**Run 1: wiring by layer**

Two of the layers only.
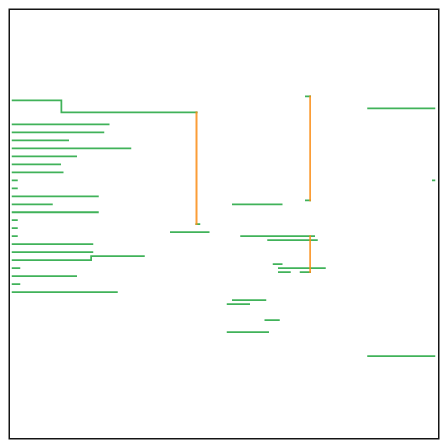
**Run 1: placed standard cells**

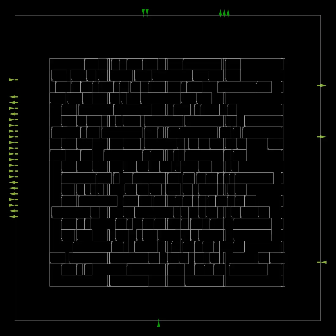
**Run 1: where the registers sit**

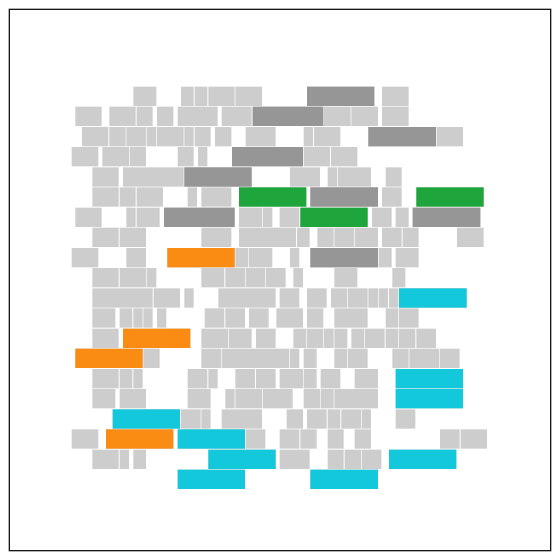
$ cat src/rtl/xbus_pkg.sv
// rtl/xbus_pkg.sv - shared xbus arbiter state encodings and default constants
//
// Purpose: common types for xbus schedulers.
// Contents:
//   XBUS_NUM_MASTERS / XBUS_ID_W / XBUS_TIMEOUT / XBUS_CNT_W  default sizing
//   xbus_state_e                                         tenure FSM encoding
package xbus_pkg;

  localparam int XBUS_NUM_MASTERS = 4;
  localparam int XBUS_ID_W        = 2;
  localparam int XBUS_TIMEOUT     = 256;
  localparam int XBUS_CNT_W       = 9;

  typedef enum logic [3:0] {
    IDLE  = 4'd0,
    ARBIT = 4'd1,
    TXFER = 4'd2,
    ABORT = 4'd3,
    DRAIN = 4'd4
  } xbus_state_e;

endpackage

$ cat src/rtl/xbus_rr_arbiter_if.sv
// rtl/xbus_rr_arbiter_if.sv - xbus arbiter request/grant/status bundle
//
// Purpose: groups the arbiter's handshake, mux-control and status signals.
// Signals:
//   ma_req, ma_select, ma_mask  per-master request, transfer select, isolation
//   sl_ack                      slave acknowledge
//   status_clr                  write-1-to-clear for timeout_status
//   gnt                         one-hot grant pulse
//   cur_id, cur_valid           bus owner and mux enable
//   err_ack, timeout_err        watchdog abort pulses
//   timeout_status              sticky per-master timeout flags
// Modports:
//   slave   arbiter side
//   master  requester/slave-port side (drives requests, observes grants)
interface xbus_rr_arbiter_if
  import xbus_pkg::*;
#(
  parameter int NUM_MASTERS = XBUS_NUM_MASTERS,
  parameter int ID_W        = XBUS_ID_W
);

  logic [NUM_MASTERS-1:0] ma_req;
  logic [NUM_MASTERS-1:0] ma_select;
  logic [NUM_MASTERS-1:0] ma_mask;
  logic                   sl_ack;
  logic [NUM_MASTERS-1:0] status_clr;
  logic [NUM_MASTERS-1:0] gnt;
  logic [ID_W-1:0]        cur_id;
  logic                   cur_valid;
  logic                   err_ack;
  logic                   timeout_err;
  logic [NUM_MASTERS-1:0] timeout_status;

  modport slave (
    input  ma_req, ma_select, ma_mask, sl_ack, status_clr,
    output gnt, cur_id, cur_valid, err_ack, timeout_err, timeout_status
  );

  modport master (
    output ma_req, ma_select, ma_mask, sl_ack, status_clr,
    input  gnt, cur_id, cur_valid, err_ack, timeout_err, timeout_status
  );

endinterface

$ cat src/rtl/rr_pick.sv
// rtl/rr_pick.sv - combinational round-robin winner select
//
// Purpose: picks the first eligible requester scanning from last+1, wrapping.
// Ports:
//   eligible  in   N     request vector already qualified by masks
//   last      in   ID_W  previously served id (lowest priority this round)
//   winner    out  ID_W  selected id (0 when any is low)
//   any       out  1     at least one eligible requester
module rr_pick #(
  parameter int N    = 4,
  parameter int ID_W = 2
) (
  input  logic [N-1:0]    eligible,
  input  logic [ID_W-1:0] last,
  output logic [ID_W-1:0] winner,
  output logic            any
);

  int idx;

  // Walk the scan order backwards so the final overwrite is the candidate
  // closest to last+1, which is the one with highest priority.
  always_comb begin
    winner = '0;
    any    = 1'b0;
    idx    = 0;
    for (int k = N; k >= 1; k--) begin
      idx = int'(last) + k;
      if (idx >= N) begin
        idx = idx - N;
      end
      if (eligible[idx[ID_W-1:0]]) begin
        winner = idx[ID_W-1:0];
        any    = 1'b1;
      end
    end
  end

endmodule

$ cat src/rtl/xbus_rr_arbiter.sv
// rtl/xbus_rr_arbiter.sv - round-robin arbiter and tenure controller for xbus
//
// Purpose: grants the shared slave port to one master at a time, tracks the
// tenure, aborts tenures the slave never acks and honours isolation masks.
// Ports:
//   clk   in  clock
//   rstn  in  asynchronous active-low reset
//   bus   slave modport of xbus_rr_arbiter_if (requests, grants, status)
module xbus_rr_arbiter
  import xbus_pkg::*;
#(
  parameter int NUM_MASTERS = XBUS_NUM_MASTERS,
  parameter int ID_W        = XBUS_ID_W,
  parameter int TIMEOUT     = XBUS_TIMEOUT,
  parameter int CNT_W       = XBUS_CNT_W
) (
  input  logic              clk,
  input  logic              rstn,
  xbus_rr_arbiter_if.slave  bus
);

  xbus_state_e            state_q, state_d;
  logic [NUM_MASTERS-1:0] gnt_q, gnt_d;
  logic [ID_W-1:0]        cur_id_q, cur_id_d;
  logic                   cur_valid_q, cur_valid_d;
  logic [ID_W-1:0]        last_q, last_d;
  logic [CNT_W-1:0]       wdog_q, wdog_d;
  logic [NUM_MASTERS-1:0] status_q, status_d;

  logic [NUM_MASTERS-1:0] eligible;
  logic [ID_W-1:0]        win_id;
  logic                   win_any;

  assign eligible = bus.ma_req & ~bus.ma_mask;

  rr_pick #(
    .N    (NUM_MASTERS),
    .ID_W (ID_W)
  ) u_pick (
    .eligible (eligible),
    .last     (last_q),
    .winner   (win_id),
    .any      (win_any)
  );

  always_ff @(posedge clk or negedge rstn) begin
    if (!rstn) begin
      state_q     <= IDLE;
      gnt_q       <= '0;
      cur_id_q    <= '0;
      cur_valid_q <= 1'b0;
      last_q      <= ID_W'(NUM_MASTERS - 1);
      wdog_q      <= '0;
      status_q    <= '0;
    end else begin
      state_q     <= state_d;
      gnt_q       <= gnt_d;
      cur_id_q    <= cur_id_d;
      cur_valid_q <= cur_valid_d;
      last_q      <= last_d;
      wdog_q      <= wdog_d;
      status_q    <= status_d;
    end
  end

  always_comb begin
    state_d     = state_q;
    gnt_d       = '0;
    cur_id_d    = cur_id_q;
    cur_valid_d = cur_valid_q;
    last_d      = last_q;
    wdog_d      = wdog_q;
    // Clear is applied first so a same-cycle set in ABORT overrides it.
    status_d    = status_q & ~bus.status_clr;

    case (state_q)
      IDLE: begin
        if (win_any) begin
          state_d  = ARBIT;
          gnt_d    = NUM_MASTERS'(1) << win_id;
          cur_id_d = win_id;
          last_d   = win_id;
        end
      end

      ARBIT: begin
        state_d     = TXFER;
        cur_valid_d = 1'b1;
        wdog_d      = '0;
      end

      TXFER: begin
        if (bus.ma_mask[cur_id_q]) begin
          // Isolation kill: silent, no error reported.
          state_d     = IDLE;
          cur_valid_d = 1'b0;
        end else if (!bus.ma_select[cur_id_q]) begin
          cur_valid_d = 1'b0;
          if (win_any) begin
            // Re-arbitrate straight away, skipping the IDLE bubble.
            state_d  = ARBIT;
            gnt_d    = NUM_MASTERS'(1) << win_id;
            cur_id_d = win_id;
            last_d   = win_id;
          end else begin
            state_d = IDLE;
          end
        end else if (bus.sl_ack) begin
          wdog_d = '0;
        end else if (wdog_q == CNT_W'(TIMEOUT - 1)) begin
          state_d = ABORT;
        end else begin
          wdog_d = wdog_q + CNT_W'(1);
        end
      end

      ABORT: begin
        status_d[cur_id_q] = 1'b1;
        cur_valid_d        = 1'b0;
        state_d            = DRAIN;
      end

      DRAIN: begin
        // Hold off new grants until the aborted master lets go.
        if (!bus.ma_select[cur_id_q] || bus.ma_mask[cur_id_q]) begin
          state_d = IDLE;
        end
      end

      default: begin
        state_d     = IDLE;
        cur_valid_d = 1'b0;
      end
    endcase
  end

  assign bus.gnt            = gnt_q;
  assign bus.cur_id         = cur_id_q;
  assign bus.cur_valid      = cur_valid_q;
  assign bus.err_ack        = (state_q == ABORT);
  assign bus.timeout_err    = (state_q == ABORT);
  assign bus.timeout_status = status_q;

endmodule

$ cat src/flat_wrapper.sv
// flat-port wrapper written by rule: the top's interface ports become plain ports
module xbus_rr_arbiter_flat import xbus_pkg::*;
#(
  parameter int NUM_MASTERS = XBUS_NUM_MASTERS,
  parameter int ID_W        = XBUS_ID_W,
  parameter int TIMEOUT     = XBUS_TIMEOUT,
  parameter int CNT_W       = XBUS_CNT_W
)
  (clk, rstn, bus_ma_req, bus_ma_select, bus_ma_mask, bus_sl_ack, bus_status_clr, bus_gnt, bus_cur_id, bus_cur_valid, bus_err_ack, bus_timeout_err, bus_timeout_status);
  xbus_rr_arbiter_if #(.NUM_MASTERS(NUM_MASTERS), .ID_W(ID_W)) bus_i ();
  input  logic clk;
  input  logic rstn;
  input wire logic [$bits(bus_i.ma_req)-1:0] bus_ma_req;
  input wire logic [$bits(bus_i.ma_select)-1:0] bus_ma_select;
  input wire logic [$bits(bus_i.ma_mask)-1:0] bus_ma_mask;
  input wire logic [$bits(bus_i.sl_ack)-1:0] bus_sl_ack;
  input wire logic [$bits(bus_i.status_clr)-1:0] bus_status_clr;
  output wire logic [$bits(bus_i.gnt)-1:0] bus_gnt;
  output wire logic [$bits(bus_i.cur_id)-1:0] bus_cur_id;
  output wire logic [$bits(bus_i.cur_valid)-1:0] bus_cur_valid;
  output wire logic [$bits(bus_i.err_ack)-1:0] bus_err_ack;
  output wire logic [$bits(bus_i.timeout_err)-1:0] bus_timeout_err;
  output wire logic [$bits(bus_i.timeout_status)-1:0] bus_timeout_status;
  assign bus_i.ma_req = bus_ma_req;
  assign bus_i.ma_select = bus_ma_select;
  assign bus_i.ma_mask = bus_ma_mask;
  assign bus_i.sl_ack = bus_sl_ack;
  assign bus_i.status_clr = bus_status_clr;
  assign bus_gnt = bus_i.gnt;
  assign bus_cur_id = bus_i.cur_id;
  assign bus_cur_valid = bus_i.cur_valid;
  assign bus_err_ack = bus_i.err_ack;
  assign bus_timeout_err = bus_i.timeout_err;
  assign bus_timeout_status = bus_i.timeout_status;
  xbus_rr_arbiter #(.NUM_MASTERS(NUM_MASTERS), .ID_W(ID_W), .TIMEOUT(TIMEOUT), .CNT_W(CNT_W)) u_core (.clk(clk), .rstn(rstn), .bus(bus_i));
endmodule
$ cat config.mk
export PLATFORM = sky130hd
export DESIGN_NAME = xbus_rr_arbiter_flat
export DESIGN_NICKNAME = d
export VERILOG_FILES = /design/src/rtl/xbus_pkg.sv /design/src/rtl/xbus_rr_arbiter_if.sv /design/src/rtl/rr_pick.sv /design/src/rtl/xbus_rr_arbiter.sv /design/src/flat_wrapper.sv
export SDC_FILE = /design/constraint.sdc
export NUM_CORES = 1
export LEC_CHECK = 0
export CORE_MARGIN = 8
export CORE_UTILIZATION = 45
export DETAILED_ROUTE_END_ITERATION = 8
export PLACE_DENSITY_LB_ADDON = 0.15
export REMOVE_ABC_BUFFERS = 1
export SYNTH_ARGS = -nofsm -noshare
export SYNTH_HDL_FRONTEND = slang
export SYNTH_HIERARCHICAL = 1
export SYNTH_SLANG_ARGS = --single-unit
$ cat constraint.sdc
create_clock -name clk -period 1.9 [get_ports clk]
set_input_delay 0.19 -clock clk [delete_from_list [all_inputs] [get_ports clk]]
set_output_delay 0.19 -clock clk [all_outputs]
set_load 0.02 [all_outputs]
==> results.py, run 1 <==
# Metrics from the implementation run
metrics = {
    "final_layout": {
        "layoutNonFillerInstCount": 242,
        "nNetsFinal": 220,
        "mostFrequentLayoutCell": "sky130_fd_sc_hd__clkdlybuf4s50_1",
        "top_register": "u_core/wdog_q",
        "sequential_fraction_of_total_cell_area_pct": 30.7,
        "flip_flop_count_of_the_largest_register_after_layout": 9,
        "area.share.combinational_pct": 38.8,
        "area_growth_pct": 41.1,
        "fin_area_um2": 2050,
        "antenna_cells": 0,
    },
    "timing": {
        "final.setup.worst_slack_ns": -0.0157,
        "total_setup_violations_reported_at_the_end_of_the_flow": 1,
        "actual_transition_at_the_worst_max_transition_pin_ns": 0.485,
        "hold_ws_ns": 0.216,
    },
    "power_and_ir_drop": {
        "total_power_mw": 2.22,
        "clock_power_share_pct": 10.7,
        "power.share.switching_pct": 41.0,
        "internal-power_mw": 1.31,
    },
    "run_status": {
        "violations": "negative setup slack",
        "run_status": "complete, but fails checks",
    },
    "synthesis": {
        "synth.lib_cells_used.distinct": 45,
        "top_cells_by_area": "sky130_fd_sc_hd__dfrtp_1 40%, sky130_fd_sc_hd__dfstp_2 3.6%, sky130_fd_sc_hd__inv_1 3.6%",
        "yosys.area_share.adder_pct": 1.72,
    },
    "detailed_routing": {
        "antenna_violating_nets_post_route": 0,
        "detail_route.vias_per_cell": 5.56,
        "dr.max_layer_used": "met4",
    },
    "global_route": {
        "grt_util_all_layers_pct": 15.0,
        "grt_antenna_before_repair": 0,
        "grt_use_met3_pct": 6.59,
        "overflow": 0,
        "grt_pass1_vias": 1365,
    },
    "critical_path": {
        "data_required_time_of_the_worst_path_ns": 2.10,
        "worst_r2r_startpoint": "u_core/wdog_q[3]",
        "cp-start-kind": "register",
    },
    "cts": {
        "clkLatencyLatePin_ns": 0.32,
        "post_cts_hold_buffer_count": 0,
        "clock_tree.buffer_depth": 2,
    },
}
-- 'wiring by layer' (at the start) --
legend:
  green:
    layer: metal 3
    wire_length: 333 um
  orange:
    layer: metal 4
    wire_length: 42.8 um

-- 'placed standard cells' (at the start) --
sequential cell count: 25
number of fill cells: 260
placement row count: 20
area of the placeable core: 3050 um2

-- 'where the registers sit' (at the start) --
legend:
  orange:
    signal: u_core/bus.timeout_status
    sequential_cells: 4
  cyan:
    signal: u_core/wdog_q
    sequential_cells: 9
  green:
    signal: u_core/state_q
    sequential_cells: 3

**Run 1: wires at chosen ports, followed through buffers**

The bar under the picture is 20 um long.
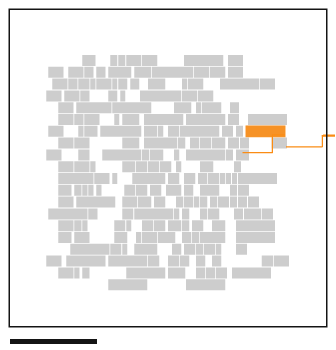

==> run 2, diff against run 1 <==
Settings changed: CORE_ASPECT_RATIO set to 0.75, CORE_UTILIZATION 45 to 47, CTS_BUF_LIST set to sky130_fd_sc_hd__clkbuf_4, CTS_CLUSTER_DIAMETER set to 100.
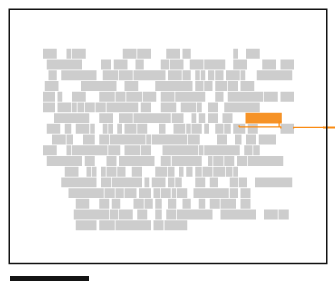
**Above:** run 2 (wires at chosen ports, followed through buffers).
The bar under the picture is 20 um long.
legend:
  orange:
    port: bus_cur_valid
    bits: 1
    direction: output
    end_cells: 1
    buffers: 1
    wire: 20.8 um

==> results.py, run 2 <==
# Metrics from the implementation run
metrics = {
    "critical_path": {
        "cp-start-kind": "register",
        "cp.depth": 8,
        "worst_r2r_startpoint": "u_core/wdog_q[2]",
    },
    "synthesis": {
        "synth.avg_cell_area_um2": 10.0,
        "yosys.area_share.adder_pct": 1.72,
        "synth-seq-cells": 25,
        "synth.lib_cells_used.distinct": 45,
        "top_cells_by_area": "sky130_fd_sc_hd__dfrtp_1 40%, sky130_fd_sc_hd__dfstp_2 3.6%, sky130_fd_sc_hd__inv_1 3.6%",
        "synth-simple-area-share_pct": 21.4,
    },
    "cts": {
        "post_cts_hold_buffer_count": 0,
        "clkLatencyLatePin_ns": 0.32,
    },
    "final_layout": {
        "sequential_fraction_of_total_cell_area_pct": 30.5,
        "sequential_cell_count": 25,
        "antenna_cells": 0,
        "flip_flop_count_of_the_largest_register_after_layout": 9,
        "nNetsFinal": 221,
        "area_growth_pct": 42.1,
        "clock_buffer_count": 4,
        "layout.filler_cells": 232,
        "fin_area_um2": 2070,
        "area.share.combinational_pct": 39.1,
        "mostFrequentLayoutCell": "sky130_fd_sc_hd__clkdlybuf4s50_1",
        "top_register": "u_core/wdog_q",
    },
    "power_and_ir_drop": {
        "internal-power_mw": 1.34,
        "power.share.switching_pct": 41.4,
        "total_power_mw": 2.29,
        "clock_power_share_pct": 11.2,
    },
    "global_route": {
        "overflow": 0,
        "grt_use_met3_pct": 5.59,
        "grt_pass1_vias": 1373,
        "grt_antenna_before_repair": 0,
        "grt_util_all_layers_pct": 15.7,
    },
    "place": {
        "numPortBuffers": 31,
    },
    "timing": {
        "actual_transition_at_the_worst_max_transition_pin_ns": 0.537,
        "total_setup_violations_reported_at_the_end_of_the_flow": 2,
        "final.setup.worst_slack_ns": -0.0405,
        "rsz0062_at_grt": "true",
        "hold_ws_ns": 0.204,
    },
    "run_status": {
        "violations": "negative setup slack",
        "run_status": "complete, but fails checks",
    },
    "detailed_routing": {
        "dr.max_layer_used": "met4",
        "antenna_violating_nets_post_route": 0,
        "detail_route.vias_per_cell": 5.78,
        "dr.pass1.iters": 5,
    },
    "floorplan": {
        "core_region_area_um2": 2960,
    },
}
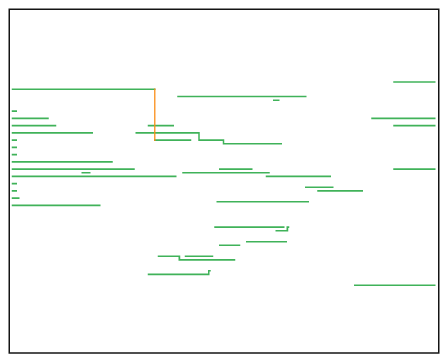
**Above:** run 2 (wiring by layer).
Two of the layers only.
legend:
  green:
    layer: metal 3
    wire_length: 390 um
  orange:
    layer: metal 4
    wire_length: 9.50 um

